**src/rtl/wb_traffic_gen.sv**
```systemverilog
// Wishbone burst traffic generator: writes a seeded address pattern in bursts,
// reads the same range back, and reports mismatches, timeouts and completion.
module wb_traffic_gen #(
   parameter int APP_AW  = 26,
   parameter int TMO_CYC = 255
) (
   input  logic              sys_clk,
   input  logic              resetn,
   input  logic              start,
   input  logic              sdr_init_done,
   input  logic [APP_AW-1:0] cfg_base_addr,
   input  logic [3:0]        cfg_burst_len,
   input  logic [7:0]        cfg_num_bursts,
   input  logic [31:0]       cfg_seed,
   output logic              wb_cyc_o,
   output logic              wb_stb_o,
   output logic              wb_we_o,
   output logic [APP_AW-1:0] wb_addr_o,
   output logic [3:0]        wb_sel_o,
   output logic [31:0]       wb_dat_o,
   output logic [2:0]        wb_cti_o,
   input  logic              wb_ack_i,
   input  logic [31:0]       wb_dat_i,
   output logic              busy,
   output logic              done,
   output logic              timeout,
   output logic [15:0]       err_cnt,
   output logic [APP_AW-1:0] first_err_addr,
   output logic [2:0]        dbg_state
);

   // Handshake: a beat completes on any cycle where wb_stb_o and wb_ack_i are
   // both high; an ack seen while wb_stb_o is low has no effect.

   localparam int TMO_W = (TMO_CYC < 2) ? 1 : $clog2(TMO_CYC);
   localparam logic [TMO_W-1:0] TMO_LAST = TMO_W'(TMO_CYC - 1);

   typedef enum logic [2:0] {
      S_IDLE     = 3'd0,
      S_WR_BURST = 3'd1,
      S_WR_GAP   = 3'd2,
      S_RD_BURST = 3'd3,
      S_RD_GAP   = 3'd4,
      S_DONE     = 3'd5
   } state_e;

   state_e            state_q, state_d;
   logic [APP_AW-1:0] base_q, base_d;
   logic [3:0]        len_q, len_d;
   logic [7:0]        nb_q, nb_d;
   logic [31:0]       seed_q, seed_d;
   logic [APP_AW-1:0] addr_q, addr_d;
   logic [3:0]        beat_q, beat_d;
   logic [7:0]        burst_q, burst_d;
   logic [TMO_W-1:0]  tmo_q, tmo_d;
   logic [15:0]       err_cnt_q, err_cnt_d;
   logic [APP_AW-1:0] first_err_q, first_err_d;
   logic              timeout_q, timeout_d;

   logic              in_burst;
   logic              beat_last;
   logic [31:0]       pattern;

   always_ff @(posedge sys_clk or negedge resetn) begin
      if (!resetn) begin
         state_q     <= S_IDLE;
         base_q      <= '0;
         len_q       <= '0;
         nb_q        <= '0;
         seed_q      <= '0;
         addr_q      <= '0;
         beat_q      <= '0;
         burst_q     <= '0;
         tmo_q       <= '0;
         err_cnt_q   <= '0;
         first_err_q <= '0;
         timeout_q   <= 1'b0;
      end else begin
         state_q     <= state_d;
         base_q      <= base_d;
         len_q       <= len_d;
         nb_q        <= nb_d;
         seed_q      <= seed_d;
         addr_q      <= addr_d;
         beat_q      <= beat_d;
         burst_q     <= burst_d;
         tmo_q       <= tmo_d;
         err_cnt_q   <= err_cnt_d;
         first_err_q <= first_err_d;
         timeout_q   <= timeout_d;
      end
   end

   assign in_burst  = (state_q == S_WR_BURST) || (state_q == S_RD_BURST);
   assign beat_last = (beat_q == (len_q - 4'd1));
   assign pattern   = seed_q ^ 32'(addr_q);

   always_comb begin
      state_d     = state_q;
      base_d      = base_q;
      len_d       = len_q;
      nb_d        = nb_q;
      seed_d      = seed_q;
      addr_d      = addr_q;
      beat_d      = beat_q;
      burst_d     = burst_q;
      tmo_d       = tmo_q;
      err_cnt_d   = err_cnt_q;
      first_err_d = first_err_q;
      timeout_d   = timeout_q;

      case (state_q)
         S_IDLE, S_DONE: begin
            if (start && sdr_init_done) begin
               base_d      = {cfg_base_addr[APP_AW-1:2], 2'b00};
               addr_d      = {cfg_base_addr[APP_AW-1:2], 2'b00};
               len_d       = (cfg_burst_len == 4'd0) ? 4'd1 :
                             (cfg_burst_len > 4'd8)  ? 4'd8 : cfg_burst_len;
               nb_d        = cfg_num_bursts;
               seed_d      = cfg_seed;
               beat_d      = '0;
               burst_d     = '0;
               tmo_d       = '0;
               err_cnt_d   = '0;
               first_err_d = '0;
               timeout_d   = 1'b0;
               state_d     = (cfg_num_bursts == 8'd0) ? S_DONE : S_WR_BURST;
            end
         end
         S_WR_BURST, S_RD_BURST: begin
            if (wb_ack_i) begin
               tmo_d  = '0;
               addr_d = addr_q + APP_AW'(4);
               if ((state_q == S_RD_BURST) && (wb_dat_i != pattern)) begin
                  // err_cnt of zero doubles as "no mismatch captured yet"
                  if (err_cnt_q == 16'd0) begin
                     first_err_d = addr_q;
                  end
                  if (err_cnt_q != 16'hFFFF) begin
                     err_cnt_d = err_cnt_q + 16'd1;
                  end
               end
               if (beat_last) begin
                  beat_d  = '0;
                  burst_d = burst_q + 8'd1;
                  state_d = (state_q == S_WR_BURST) ? S_WR_GAP : S_RD_GAP;
               end else begin
                  beat_d = beat_q + 4'd1;
               end
            end else if (tmo_q == TMO_LAST) begin
               timeout_d = 1'b1;
               state_d   = S_DONE;
            end else begin
               tmo_d = tmo_q + 1'b1;
            end
         end
         S_WR_GAP: begin
            // Read phase replays the write addresses from the base
            if (burst_q == nb_q) begin
               burst_d = '0;
               addr_d  = base_q;
               state_d = S_RD_BURST;
            end else begin
               state_d = S_WR_BURST;
            end
         end
         S_RD_GAP: begin
            state_d = (burst_q == nb_q) ? S_DONE : S_RD_BURST;
         end
         default: state_d = S_IDLE;
      endcase
   end

   assign wb_cyc_o       = in_burst;
   assign wb_stb_o       = in_burst;
   assign wb_we_o        = (state_q == S_WR_BURST);
   assign wb_addr_o      = addr_q;
   assign wb_sel_o       = 4'hF;
   assign wb_dat_o       = (state_q == S_WR_BURST) ? pattern : 32'h0;
   assign wb_cti_o       = !in_burst ? 3'b000 : (beat_last ? 3'b111 : 3'b010);
   assign busy           = (state_q != S_IDLE) && (state_q != S_DONE);
   assign done           = (state_q == S_DONE);
   assign timeout        = timeout_q;
   assign err_cnt        = err_cnt_q;
   assign first_err_addr = first_err_q;
   assign dbg_state      = state_q;

endmodule
```
**config.mk**
```make
export PLATFORM = sky130hd
export DESIGN_NAME = wb_traffic_gen
export DESIGN_NICKNAME = d
export VERILOG_FILES = /design/src/rtl/wb_traffic_gen.sv
export SDC_FILE = /design/constraint.sdc
export NUM_CORES = 1
export LEC_CHECK = 0
export ABC_CLOCK_PERIOD_IN_PS = 2400
export CORE_MARGIN = 2
export CORE_UTILIZATION = 25
export CTS_CLUSTER_DIAMETER = 100
export DETAILED_ROUTE_END_ITERATION = 6
export HOLD_SLACK_MARGIN = 0.03
export PLACE_DENSITY = 0.58
export SLEW_MARGIN = 15
export SYNTH_ARGS = -nofsm -noshare
export SYNTH_HDL_FRONTEND = slang
export SYNTH_SLANG_ARGS = --single-unit
```
**constraint.sdc**
```tcl
create_clock -name sys_clk -period 2.4 [get_ports sys_clk]
set_input_delay 0.36 -clock sys_clk [delete_from_list [all_inputs] [get_ports sys_clk]]
set_output_delay 0.36 -clock sys_clk [all_outputs]
set_load 0.02 [all_outputs]
```
Fig. 1: run 1, cell outlines without signal wires
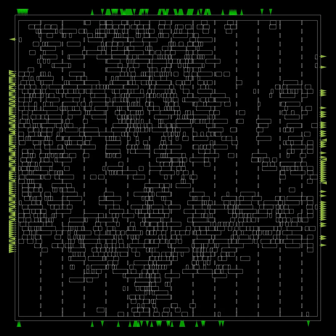
Final Util: 35.6%
Seq Cell Count: 156

Fig. 2: run 1, sequential cells colored by netlist name
Scale bar: 50 um. Other sequential cells in the stronger gray, the rest of the logic in the fainter gray.
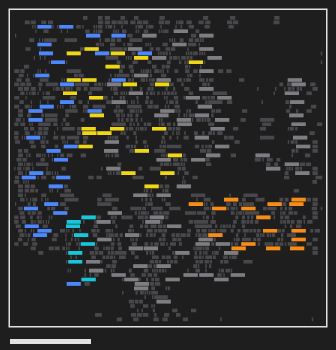
Cyan shows nb_q, flops 8, where south-west. Orange shows err_cnt, flops 16. Blue shows seed_q, flops 32. Yellow shows wb_addr_o, flops 24.
Another 76 sequential cells are not colored.
Seq power: 0.00447 W
register area: 3910 um^2
flop share of the area: 30.8%

==> flow_metrics.tcl, run 1 <==
# metrics dict for downstream scripts
set metrics [dict create \
    status "completed" \
    antenna_found_initial 2 \
    pwr-share-seq_pct 26.7 \
    cap_violations 0 \
    post-synth-top-count-cell "nand2_1" \
    place.gp.congestion 0.831 \
    cts_buffers 17 \
    cts_max_level 4 \
    setup_viol 0 \
    crit_buf_inv 3 \
    maxSlewHeadroom_pct 41.4 \
    yosys_cells 1023 \
    power.clock.total_w 0.00283 \
    hold_ws_ns 0.429 \
    endpoint_kind "primary output" \
    ys.flop_type "dfrtp_1" \
    drt_iter0_markers 708 \
    nFillCells 3683 \
    drcViolationCount 0 \
    drive_gt1_share_pct 11.7 \
    top_area_cell "dfrtp_1" \
    p_sw_w 0.00750 \
    start_kind "flip-flop" \
    openroad.warnings 30 \
    grt.total_usage_pct 17.5 \
    postRouteAntennaNets 0 \
    r2r_slack_ns 0.12 \
    clkPwrFrac_pct 16.8 \
    clkSlewWorstSetupHoldPaths_ns 0.08 \
    critPathMaxStageDelay_ns 0.38 \
    grt_pass1_wl_um 50900 \
    vias 8531 \
    hp-class "primary input to flip-flop" \
    tightest_slew_ns 0.879 \
    critPathKind "flip-flop to primary output" \
    rsz0062_at_grt "false" \
    edf_count 0 \
    wire_per_inst_um 19.0 \
    yosysUniqueCellTypes 68 \
    worst_ep_required_time_ns 2.04 \
    synth.area.top_cells "dfrtp_1 (43%), nand2_1 (11%), xnor2_1 (5.3%)" \
    cp_cell_sequence "nand2b_2 -> inv_2 -> nand2_1 -> buf_12 -> nor2_1 -> dlygate4sd2_1" \
    die_area_um2 37600 \
    period_minus_slack_ns 2.30 \
    cp.arrival_ns 1.94 \
    vias_per_cell 4.93 \
    first_global_vias 8259 \
    critPathMaxFanout 26 \
    placed_cell_area_um2 12100 \
    maxSlewViolCount 0 \
    numSynthFlops 156 \
    syn_avg_cell_area_um2 8.81 \
    dr.pass1.iters 5 \
    grt_max_degree 70 \
    syn_area_um2 9010 \
    place.detailed.hpwl_um 24000 \
    wirelength_um 33000 \
    clk-insertion-delay-late_ns 0.45 \
    clock.fmax_mhz 435 \
    synthTopCellsByCount "nand2_1 (264), dfrtp_1 (156), o21ai_0 (66)" \
    min_period_over_period_pct 95.7 \
    post-route-cell-area_um2 12700 \
    cts_tree "done" \
    post_cts_buffers 0 \
    synthCells 1023 \
    setup_tns_ns 0 \
    num_rows 69 \
    yosysWarnings 0 \
    cts.sink_count 156 \
    grt_overflow 0 \
    cpMaxStageDelayCell "dfrtp_1" \
    swShare_pct 44.7 \
    intPower_w 0.00927 \
    hold_viol 0 \
    comb-power_w 0.00947 \
    peakVddDrop_v 0.000770 \
    seq_area_frac_synth_pct 43.3 \
    yosysTopAreaCellShare_pct 43.3 \
    io_pins 223 \
    combPwrFrac_pct 56.5 \
    area_delta_synth_final_pct 40.6 \
    ys_chip_area_um2 9010 \
    async_flop_share_pct 100 \
    power_leakage_nw 5.69 \
    maxPowerGroup "combinational cells" \
    fin_skew_ns 0.0172 \
    cts_root_buffer "clkbuf_16" \
    power_density_nw_per_um2 1320 \
    nNetsFinal 1370 \
    clk_path_buf_depth 2 \
    critPathTopFamily "buffers and inverters" \
]
Fig. 3: run 1, placement density heat map
19 x 19 tiles, from white (low) to dark blue (high), 0 to 100% covered.
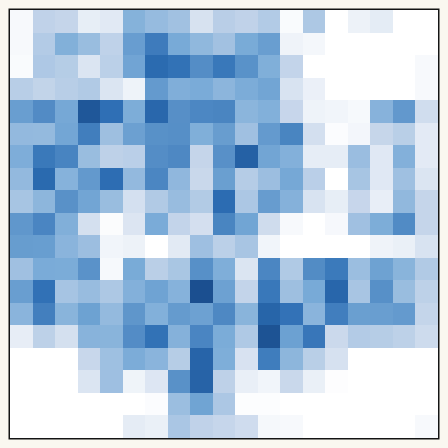
The emptiest ninth of the die: north-east. 3.6% of the tiles are over 75% full. The mean over all tiles is 32%. 19% of the tiles are nearly empty.
Core Box Area: 35600 um^2
FP Core Util: 25.3%

Fig. 4: run 1, I/O pins on the die edge
Scale bar: 50 um. Pins as bars across the die edge, other pins in gray.
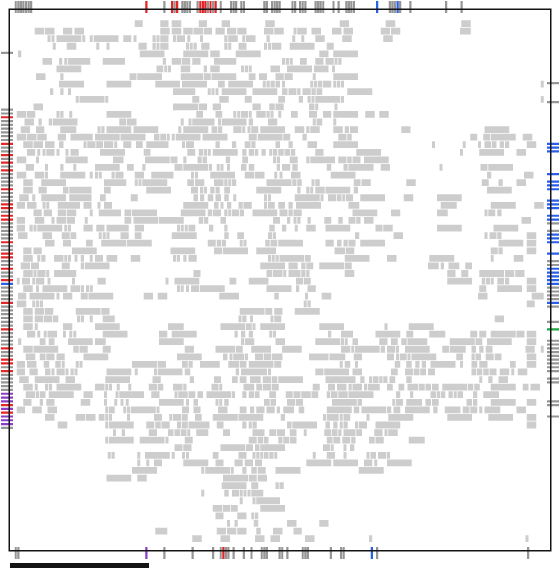
Purple shows cfg_num_bursts, pins 8, direction input, edge 7 west, 1 south. Blue shows first_err_addr, pins 26, direction output, edge 22 east, 2 north, 1 south, 1 west. Red shows wb_dat_o, pins 32, direction output, edge 23 west, 8 north, 1 south. Green shows wb_we_o, pins 1, direction output, edge east.
Port Buffer Count: 212
DIE WIDTH: 194 um
die y size: 194 um

## run 1: logic make-up after synthesis
family	synth area share, %
AND/OR/NAND/NOR	23.1
AND-OR/OR-AND	15.7
XOR/XNOR	10.4
adder cells (fa/ha/maj)	1.11
other	0.0833
flip-flops	43.3
buffers and inverters	5.48
multiplexers	0.833
## run 1: per-stage QoR
stage | setup slack [ns] | util [%] | std cells | total power (W)
6_report | 0.103 | 35.6 | 1732 | 0.0168
5_1_grt | 0.00608 | 35.6 | 1730 | 0.0179
4_1_cts | 0.00504 | 35.5 | 1729 | 0.0169
3_5_place_dp | -0.187 | 33.9 | 1696 | 0.0142
3_3_place_gp | -0.176 | 33.9 | 1696 | 0.0141
2_1_floorplan | 0.172 | - | 1029 | 0.00983
## run 1: cells in the final DEF (no fill, tap or decap), types with 4 or more instances in the layout
cell	count
nor2_1	64
clkdlybuf4s50_1	172
or3_1	6
xor2_1	6
dlygate4sd2_1	33
and2_1	7
o31ai_1	28
nand2_1	264
o41ai_1	9
mux2_2	4
o2bb2ai_1	5
nand4_1	20
a21oi_1	17
buf_12	9
nor4_1	15
conb_1	8
buf_4	67
clkbuf_16	17
o21ai_0	66
inv_1	20
a221oi_1	6
xnor2_1	54
a31oi_1	10
dfrtp_1	155
nand3_1	23
ha_1	8
xnor3_1	17
and3_1	20
inv_8	5
nor3_1	12
a22oi_1	7
a22o_1	11
o41ai_2	7
o31a_1	4
buf_6	5
## run 1: tightest hold or removal path, cell delays in order
cell,delay [ns]
clkdlybuf4s50_1,0.40
nand2_1,0.05
nand2_1,0.04
## run 1: per-layer routing
| metal | up-vias | track usage, % | part of all wire, % |
|---|---|---|---|
| met5 | - | 0 | 0 |
| met4 | 0 | 4.41 | 1.7 |
| met3 | 33 | 4.56 | 7.2 |
| met2 | 308 | 25.4 | 42 |
| met1 | 4178 | 25.6 | 49 |
| li1 | 4012 | - | - |
## run 1: worst paths after layout
check | start | end | cells after the start
min | cfg_seed[12] | seed_q[12] | 3
min reg2reg | base_q[19] | base_q[19] | 2
max reg2reg | wb_addr_o[10] | err_cnt[8] | 8
max in group asynchronous | resetn | err_cnt[6] | 3
max | dbg_state[2] | wb_dat_o[14] | 6
min in group asynchronous | resetn | base_q[15] | 2
## run 1: repair_timing
item | 4_1_cts | 5_1_grt
endpoints found under the setup margin | 39 | 37
endpoints found under the hold margin | 61 | 0
resized | 44 | 15
gates cloned | 0 | 0
hold buffers | 1 | 0
## run 1: final cells by class
class | count | area [um^2] | share of cell area, %
tap | 461 | 577 | 4.55
timing repair buffer | 293 | 2810 | 22.2
sequential | 156 | 3910 | 30.8
clock buffer | 17 | 425 | 3.36
multi-input combinational | 766 | 4700 | 37.0
inverter | 21 | 78.8 | 0.622
clock inverter | 15 | 176 | 1.39
antenna | 3 | 7.51 | 0.0592
## run 1: state kept, by name, indices dropped and copies added, names as in the netlist
register / cells
seed_q: 32
base_q: 24
first_err_addr: 24
wb_addr_o: 24
err_cnt: 16
burst_q: 8
nb_q: 8
tmo_q: 8
beat_q: 4
len_q: 4
dbg_state: 3
timeout: 1
Fig. 5: run 1, cell sizes after repair
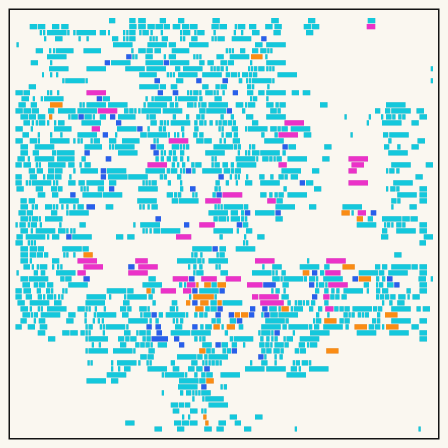

--- run 2 (diff from run 1) ---
Settings changed: TNS_END_PERCENT from default to 50.
Fig. 6: run 2, cell sizes after repair
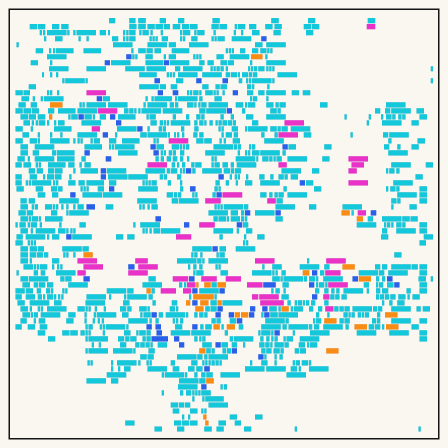
Orange shows _2 cells, cells 32, most used o41ai_2. Blue shows _3 and _4 cells, cells 75, most used buf_4. Magenta shows _6 and larger, cells 41, most used clkbuf_16. Cyan shows _0 and _1 cells, cells 1120, most used nand2_1.

Fig. 7: run 2, placement density heat map
19 x 19 tiles, from white (low) to dark blue (high), 0 to 100% covered.
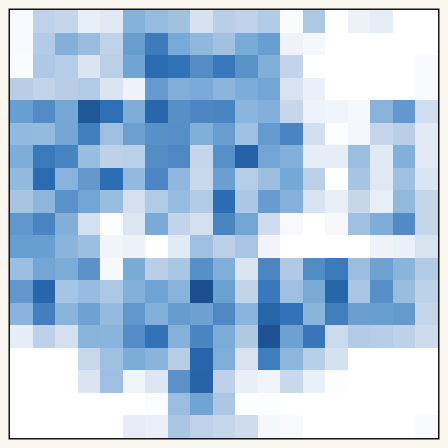
The densest ninth of the die: north. 19% of the tiles are nearly empty. The emptiest ninth of the die: north-east.
Final Util: 35.7%

Fig. 8: run 2, sequential cells colored by netlist name
Scale bar: 50 um. Other sequential cells in the stronger gray, the rest of the logic in the fainter gray.
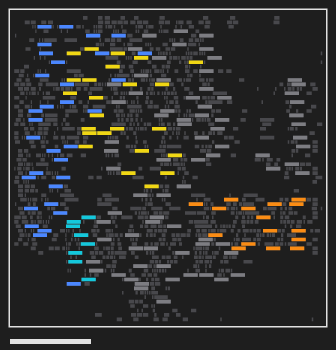
Cyan shows nb_q, flops 8, where south-west. Blue shows seed_q, flops 32. Yellow shows wb_addr_o, flops 24. Orange shows err_cnt, flops 16.
flop share of the area: 30.8%

==> run 2 against run 1 <==
Effect of this change: first-iteration DRC count did not move; global-route usage barely moved; clock-buffer cell count did not move; synthesized cell count did not move; combinational power barely moved; worst setup slack barely moved; utilization barely moved; cell count did not move; flip-flop count did not move; worst hold slack improved by 0.00079 ns; largest cell class unchanged.
==> flow_metrics.tcl, run 2 <==
# metrics dict for downstream scripts
set metrics [dict create \
    min-delay-start "cfg_seed[12]" \
    hold_viol 0 \
    hp-class "primary input to flip-flop" \
    num_rows 69 \
    setup_viol 0 \
    cts.sink_count 156 \
    synthTopCellsByCount "nand2_1 (264), dfrtp_1 (156), o21ai_0 (66)" \
    status "completed" \
    cts_buffers 17 \
    yosysUniqueCellTypes 68 \
    critPathMaxFanout 26 \
    area_delta_synth_final_pct 40.7 \
    dr.pass1.iters 6 \
    io_pins 223 \
    seq_area_frac_synth_pct 43.3 \
    post-synth-top-count-cell "nand2_1" \
    worst_ep_required_time_ns 2.04 \
    cap_violations 0 \
    endpoint_kind "primary output" \
    clock.fmax_mhz 435 \
    die_h_um 194 \
    placed_cell_area_um2 12100 \
    fp_util_pct 25.3 \
    cts_root_buffer "clkbuf_16" \
    place.detailed.hpwl_um 24000 \
    postRouteAntennaNets 0 \
    preCtsSetupSlack_ns -0.187 \
    ys_chip_area_um2 9010 \
    min_period_over_period_pct 95.7 \
    maxSlewViolCount 0 \
    critPathKind "flip-flop to primary output" \
    wire_per_inst_um 19.0 \
    post_cts_buffers 0 \
    antenna_found_initial 2 \
    routed.top_layer "met4" \
    m1WireLength_um 16100 \
    fin_ws_ns 0.103 \
    setup_tns_ns 0 \
    die_width_um 194 \
    post-route-cell-area_um2 12700 \
    grt.total_usage_pct 17.5 \
    final_cells 1732 \
    maxSlewHeadroom_pct 41.3 \
    vias_per_cell 4.91 \
    synthCells 1023 \
    rsz0062_at_grt "false" \
    top_area_cell "dfrtp_1" \
    yosysTopAreaCellShare_pct 43.3 \
    drcViolationCount 0 \
    grt_overflow 0 \
    tightest_slew_ns 0.881 \
    r2r-start "wb_addr_o[10]" \
    yosysWarnings 0 \
    crit_start "dbg_state[2]" \
    cts_tree "done" \
    period_minus_slack_ns 2.30 \
    largest_reg_flops 32 \
    openroad.warnings 31 \
    syn_avg_cell_area_um2 8.81 \
    first_global_vias 8257 \
    yosys_cells 1023 \
    register_area_um2 3910 \
    peakVddDrop_v 0.000769 \
    grt_max_degree 70 \
    clk-insertion-delay-late_ns 0.45 \
    regMostFlops "seed_q" \
    clk_path_buf_depth 2 \
    numSynthFlops 156 \
    nFillCells 3679 \
    die_area_um2 37600 \
    edf_count 0 \
    drt_iter0_markers 708 \
    nNetsFinal 1370 \
    power_leakage_nw 5.73 \
    routed-wl-met2_um 14000 \
    port_buffers 212 \
    clkSlewWorstSetupHoldPaths_ns 0.08 \
    power_density_nw_per_um2 1320 \
    place.gp.congestion 0.831 \
    grt_pass1_wl_um 50900 \
    ys.flop_type "dfrtp_1" \
    syn_area_um2 9010 \
    cts_max_level 4 \
    start_kind "flip-flop" \
    dp.cells 1696 \
    async_flop_share_pct 100 \
    comb_area_um2 4700 \
    fin_skew_ns 0.0165 \
    final_cell_mix "nand2_1 (264), clkdlybuf4s50_1 (172), dfrtp_1 (155)" \
    wirelength_um 33000 \
    layout_top_cell "nand2_1" \
    vias 8512 \
    synth.area.top_cells "dfrtp_1 (43%), nand2_1 (11%), xnor2_1 (5.3%)" \
    drive_gt1_share_pct 11.7 \
]
==> run 2: netlist changes by cell type in the layout (fill, tap and decap cells not counted), sizes merged <==
cell          before  now
dlygate4sd2       33   30
dlymetal6s2s       2    5
==> run 2: repair_timing <==
item	CTS	global route
resized	39	20
setup endpoints to repair	39	39
hold buffers	1	0
hold endpoints to repair	61	0
==> run 2: worst paths after layout <==
| kind | endpoint | slack, ns | cells past startpoint |
|---|---|---|---|
| min in group asynchronous | base_q[15] | 0.50 | 2 |
| min | seed_q[12] | 0.43 | 3 |
| max reg2reg | err_cnt[8] | 0.12 | 8 |
| min reg2reg | base_q[21] | 0.48 | 2 |
| max in group asynchronous | err_cnt[6] | 1.16 | 3 |
| max | wb_dat_o[14] | 0.10 | 6 |
==> run 2: cells by family (layout without fill, tap and decap cells) <==
kind of cell / after synthesis / after routing / synth area share [%]
buffers and inverters: 107 / 346 / 5.48
and+or+nand+nor: 464 / 464 / 23.1
adders and majority gates: 8 / 8 / 1.11
other: 2 / 11 / 0.0833
xor gates and xnor gates: 79 / 79 / 10.4
DFF: 156 / 156 / 43.3
AOI/OAI and AO/OA: 200 / 200 / 15.7
muxes: 7 / 7 / 0.833
==> run 2: layout make-up <==
| type | count | share of cell area (%) |
|---|---|---|
| flip-flops and latches | 156 | 30.8 |
| clock buffers | 17 | 3.35 |
| diodes | 3 | 0.0592 |
| multi-input cells | 766 | 37.0 |
| repair buffers | 293 | 22.2 |
| inverters | 21 | 0.621 |
| well taps | 461 | 4.55 |
| clock inverters | 15 | 1.39 |
==> run 2: power breakdown <==
part           internal [W]  total [W]  switching (W)
registers           0.00363    0.00447       0.000843
logic               0.00416    0.00948        0.00532
clock network       0.00149    0.00283        0.00134
total               0.00928     0.0168        0.00750
==> run 2: stage by stage <==
step,hold WS (ns),util [%],total power (W)
finish,0.430,35.7,0.0168
global placement,0.430,33.9,0.0141
detailed placement,0.436,33.9,0.0142
global route,0.427,35.7,0.0179
floorplan,0.0644,-,0.00983
CTS,0.417,35.5,0.0169
==> run 2: critical path, stage by stage (launching register included) <==
cell and delay [ns]:
dfrtp_1 0.38, nand2b_2 0.21, inv_2 0.10, nand2_1 0.10, buf_12 0.18, nor2_1 0.16, dlygate4sd2_1 0.36
==> run 2: metal layers <==
layer	vias up	track usage (%)
met5	-	0
met4	0	4.41
met3	33	4.56
met2	298	25.4
met1	4166	25.6
li1	4015	-
Power is estimated from default activity; no workload was simulated.
